Figure 1. Congestion heat map.
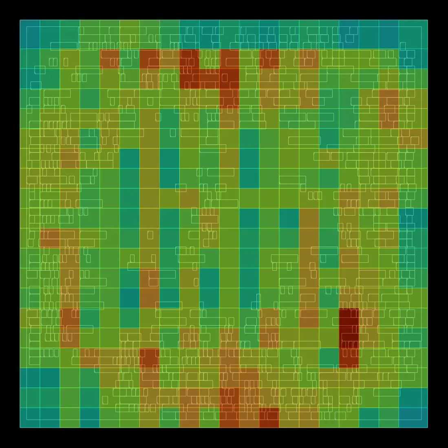
Figure 2. Close-up of the layout.
Window x 56 to 86, y 27 to 57 um. Cells in grey, sequential cells in the stronger grey; small squares are vias.
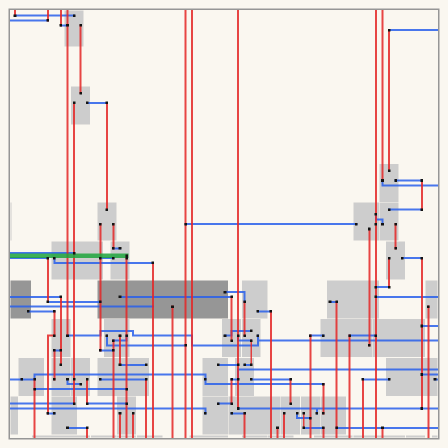
Figure 3. Logic cells by family.
Drawn at 4 px/um.
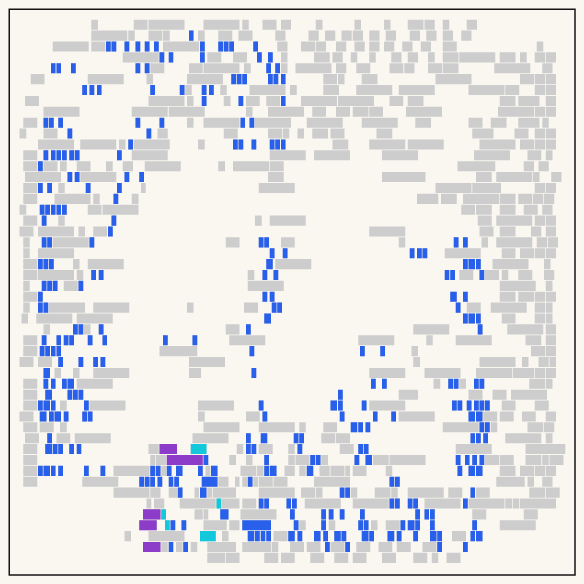
Figure 4. Met4 routing.
Drawn at 3 px/um. Supply wires on this layer in grey.
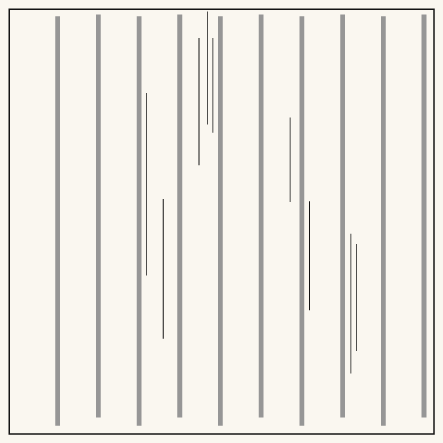
$ cat src/rtl/memory_arbiter_pkg.sv
`default_nettype none
// ============================================================================
//  Module      : memory_arbiter_pkg
//  Description : Shared types for the instruction/data memory arbiter:
//                FSM state encoding, port-ownership and memory-op enums.
//  Revision    : 1.0  initial release
// ============================================================================
package memory_arbiter_pkg;

    typedef enum logic [1:0] {
        IDLE    = 2'd0,
        ISSUE_I = 2'd1,
        ISSUE_D = 2'd2,
        RESPOND = 2'd3
    } arb_state_t;

    typedef enum logic {
        OWNER_I = 1'b0,
        OWNER_D = 1'b1
    } owner_t;

    typedef enum logic {
        OP_READ  = 1'b0,
        OP_WRITE = 1'b1
    } mem_op_t;

endpackage
`default_nettype wire

$ cat src/rtl/memory_arbiter.sv
`default_nettype none
// ============================================================================
//  Module      : memory_arbiter
//  Description : Shares one Memory port between the instruction cache
//                (read-only) and the data-side requester (loads/stores).
//                One transaction in flight; round-robin or fixed-priority
//                (data wins) arbitration. Address/store data snapshotted at
//                grant so requesters may change inputs while stalled.
//  Ports       : clk, reset (async, active-low)
//                i_read_request/i_addr -> i_read_response/i_read_data
//                d_read_request/d_write_request/d_addr/d_write_data
//                  -> d_response/d_read_data
//                memory_read/memory_write/memory_addr/memory_write_data
//                  <- memory_read_data/memory_response
//  Revision    : 1.0  initial release
// ============================================================================
module memory_arbiter
    import memory_arbiter_pkg::*;
#(
    parameter int FIXED_PRIORITY = 0,
    parameter int ADDR_WIDTH     = 32,
    parameter int DATA_WIDTH     = 32
) (
    input  logic                  clk,
    input  logic                  reset,
    input  logic                  i_read_request,
    input  logic [ADDR_WIDTH-1:0] i_addr,
    output logic                  i_read_response,
    output logic [DATA_WIDTH-1:0] i_read_data,
    input  logic                  d_read_request,
    input  logic                  d_write_request,
    input  logic [ADDR_WIDTH-1:0] d_addr,
    input  logic [DATA_WIDTH-1:0] d_write_data,
    output logic                  d_response,
    output logic [DATA_WIDTH-1:0] d_read_data,
    output logic                  memory_read,
    output logic                  memory_write,
    output logic [ADDR_WIDTH-1:0] memory_addr,
    output logic [DATA_WIDTH-1:0] memory_write_data,
    input  logic [DATA_WIDTH-1:0] memory_read_data,
    input  logic                  memory_response
);

    arb_state_t            r_state;
    owner_t                r_last_grant;
    mem_op_t               r_op;
    logic [ADDR_WIDTH-1:0] r_addr;
    logic [DATA_WIDTH-1:0] r_wdata;
    logic [DATA_WIDTH-1:0] r_rdata;
    logic                  r_i_resp;
    logic                  r_d_resp;

    logic w_i_req;
    logic w_d_req;
    logic w_grant_d;
    logic w_issuing;

    assign w_i_req = i_read_request;
    assign w_d_req = d_read_request | d_write_request;

    // Data wins when alone, when fixed priority is selected, or when the
    // instruction port was the last one served (round-robin tie break).
    assign w_grant_d = w_d_req &&
                       (!w_i_req || (FIXED_PRIORITY != 0) || (r_last_grant == OWNER_I));

    // Commands are decoded from registered state, so the asynchronous reset
    // drops them immediately without waiting for a clock edge.
    assign w_issuing    = (r_state == ISSUE_I) || (r_state == ISSUE_D);
    assign memory_read  = w_issuing && (r_op == OP_READ);
    assign memory_write = w_issuing && (r_op == OP_WRITE);

    assign memory_addr       = r_addr;
    assign memory_write_data = r_wdata;
    assign i_read_data       = r_rdata;
    assign d_read_data       = r_rdata;
    assign i_read_response   = r_i_resp;
    assign d_response        = r_d_resp;

    always_ff @(posedge clk or negedge reset) begin
        if (!reset) begin
            r_state      <= IDLE;
            r_last_grant <= OWNER_D;   // instruction port wins the first tie
            r_op         <= OP_READ;
            r_addr       <= '0;
            r_wdata      <= '0;
            r_rdata      <= '0;
            r_i_resp     <= 1'b0;
            r_d_resp     <= 1'b0;
        end else begin
            case (r_state)
                IDLE: begin
                    if (w_i_req || w_d_req) begin
                        if (w_grant_d) begin
                            r_last_grant <= OWNER_D;
                            r_addr       <= d_addr;
                            r_wdata      <= d_write_data;
                            // Read and write both high counts as a write.
                            r_op         <= d_write_request ? OP_WRITE : OP_READ;
                            r_state      <= ISSUE_D;
                        end else begin
                            r_last_grant <= OWNER_I;
                            r_addr       <= i_addr;
                            r_op         <= OP_READ;
                            r_state      <= ISSUE_I;
                        end
                    end
                end
                ISSUE_I, ISSUE_D: begin
                    if (memory_response) begin
                        r_rdata <= memory_read_data;
                        r_state <= RESPOND;
                        if (r_state == ISSUE_I) begin
                            r_i_resp <= 1'b1;
                        end else begin
                            r_d_resp <= 1'b1;
                        end
                    end
                end
                RESPOND: begin
                    r_i_resp <= 1'b0;
                    r_d_resp <= 1'b0;
                    r_state  <= IDLE;
                end
                default: begin
                    r_state <= IDLE;
                end
            endcase
        end
    end

endmodule
`default_nettype wire

$ cat config.mk
export PLATFORM = sky130hd
export DESIGN_NAME = memory_arbiter
export DESIGN_NICKNAME = d
export VERILOG_FILES = /design/src/rtl/memory_arbiter_pkg.sv /design/src/rtl/memory_arbiter.sv
export SDC_FILE = /design/constraint.sdc
export NUM_CORES = 1
export LEC_CHECK = 0
export ABC_AREA = 1
export CAP_MARGIN = 10
export CORE_MARGIN = 2
export CORE_UTILIZATION = 25
export DETAILED_ROUTE_END_ITERATION = 10
export GPL_TIMING_DRIVEN = 0
export HOLD_SLACK_MARGIN = 0.05
export PLACE_DENSITY = 0.66
export SLEW_MARGIN = 10
export SYNTH_ARGS = -nofsm -noshare
export SYNTH_HDL_FRONTEND = slang
export SYNTH_SLANG_ARGS = --single-unit
export TNS_END_PERCENT = 5
$ cat constraint.sdc
create_clock -name clk -period 1.6 [get_ports clk]
set_input_delay 0.4 -clock clk [delete_from_list [all_inputs] [get_ports clk]]
set_output_delay 0.4 -clock clk [all_outputs]
set_load 0.1 [all_outputs]
==> results_slide.txt <==
Key Metrics from the Run

Outcome
  – Status: finished, violations left
  – Violated checks: setup timing

Setup path
  – Critical path data arrival time: ~1400 ps
  – Crit path depth: 5
  – Critical path startpoint category: flip-flop

Clocking
  – Clock tree buffer depth: 2
  – Clock transition at the registers of the reported paths: about 70 ps
  – Clk sinks: around 100

Min path
  – Worst hold path depth: 3
  – Hold worst-path end: r_op

Final timing
  – Setup violators final: 2
  – RSZ-0062 raised after global routing: true
  – Slack of the critical path: -171.4 ps

Layout
  – Top Layout Cells: 275 x nand2_1, 130 x clkdlybuf4s50_1, 100 x buf_2, 100 x dfrtp_1, 74 x buf_4

Die
  – Core area: 18580 um2
  – Die area: 19900 um2
  – Die width: ~140 um

Place
  – # port buffers: between 200 and 300
  – GP Congestion: approximately 0.74

Synth
  – Mapped cell area: around 4700 um2
  – Synth flops: roughly 100
-- Figure 1 (at the start) --
GRT Total Usage: 15.49%
global routing usage on met2: 26.34%
GR Util met3: 4.314%
final design utilization: 41.07%

-- Figure 2 (at the start) --
met2: drawn in red. met3: drawn in green. met1: drawn in blue.
Most frequent: nand2_1 (16), clkdlybuf4s50_1 (7), buf_2 (6). Sequential cells in the window: 1. 32 logic cells have their middle in the window. Netlist names of flops here include `memory_addr` (1).

-- Figure 3 (at the start) --
NOR gates: drawn in cyan, cells 5, most used nor2_1. NAND gates: drawn in blue, cells 313, most used nand2_1, where spread over the die. adder and majority cells: drawn in purple, cells 5, most used ha_1, where bottom left.

-- Figure 4 (at the start) --
The layer holds 2.3% of the routed length. 7 nets have wire on it.

==> cell usage after synthesis <==
master    number  area (um2)
o21ai_4        1       16.27
nor2_1         4       15.01
inv_1          9       33.78
dfstp_2        1       26.28
buf_2         18       90.09
mux2_2        32       360.4
buf_6          3       33.78
buf_4         32       240.2
nor2_4         1       11.26
ha_1           5       62.56
dfrtp_1      101        2527
nand2_2        1       6.260
buf_1          2       7.510
inv_2          2       7.510
o21ai_0        2       10.01
clkbuf_1       1       3.750
nand3_1       35       175.2
or2_2          2       12.51
nand2_1      277        1040
a21oi_4        1       16.27
==> layout make-up <==
type                            count  area, um2  share of cell area [%]
Antenna cell                        1      2.502                 0.03279
Buffer                             56      426.7                   5.591
Clock buffer                       10      239.0                   3.132
Clock inverter                      4      48.80                  0.6394
Inverter                           11      45.04                  0.5903
Multi-Input combinational cell    361       1784                   23.38
Sequential cell                   102       2555                   33.48
Tap cell                          234      292.8                   3.837
Timing Repair Buffer              273       2237                   29.32
==> cells by family (layout without fill, tap and decap cells) <==
group | Yosys count | after routing | synth area share (%)
AOI/OAI and AO/OA | 4 | 4 | 0.9061
adders and majority gates | 5 | 5 | 1.332
buffers and inverters | 67 | 354 | 8.873
DFF | 102 | 102 | 54.38
muxes | 32 | 32 | 7.674
other | 0 | 1 | 0
and+or+nand+nor | 320 | 320 | 26.83
==> metrics by stage <==
stage	cell area, um2	instances	hold slack, ps
floorplan	4708	530	104.4
finish	7631	1052	422.2
global route	7629	1051	440.5
detailed placement	7682	1030	383.6
global placement	7654	1029	453.2
CTS	7498	1049	471.2
==> worst register-to-register path: cells and delay by family (launching register included) <==
kind | cells | cell delay [ps]
adder cells (fa/ha/maj) | 1 | 220
AND/OR/NAND/NOR | 1 | 120
buffers and inverters | 3 | 420
multiplexers | 1 | 320
flip-flops | 1 | 390
==> registers in the layout, summed over array words and instances, names as in the netlist <==
signal / flops
memory_write_data: 32
r_state: 2
d_read_data: 32
r_last_grant: 1
r_op: 1
i_read_response: 1
memory_addr: 32
d_response: 1
==> worst max path at each step <==
stage,start,to
finish,r_state[0],memory_write
global route,r_state[0],memory_read
CTS,r_state[1],memory_write
detailed placement,r_state[0],memory_read
global placement,reset,d_read_data[0]
floorplan,d_read_data[10],i_read_data[10]
==> metal layers <==
| layer | GRT usage, % | share of wire [%] |
|---|---|---|
| met5 | 0 | 0.084 |
| met4 | 5.842 | 2.3 |
| met3 | 4.314 | 7.7 |
| met2 | 26.34 | 48 |
| met1 | 18.73 | 42 |
==> what timing repair did <==
| action | CTS | global route |
|---|---|---|
| setup endpoints to repair | 207 | 89 |
| gates resized | 671 | 31 |
| endpoints found under the hold margin | 51 | 0 |
| pin swaps | 1 | 1 |
| cloned | 0 | 1 |
| setup buffers | 4 | 1 |
| hold buffers | 1 | 0 |
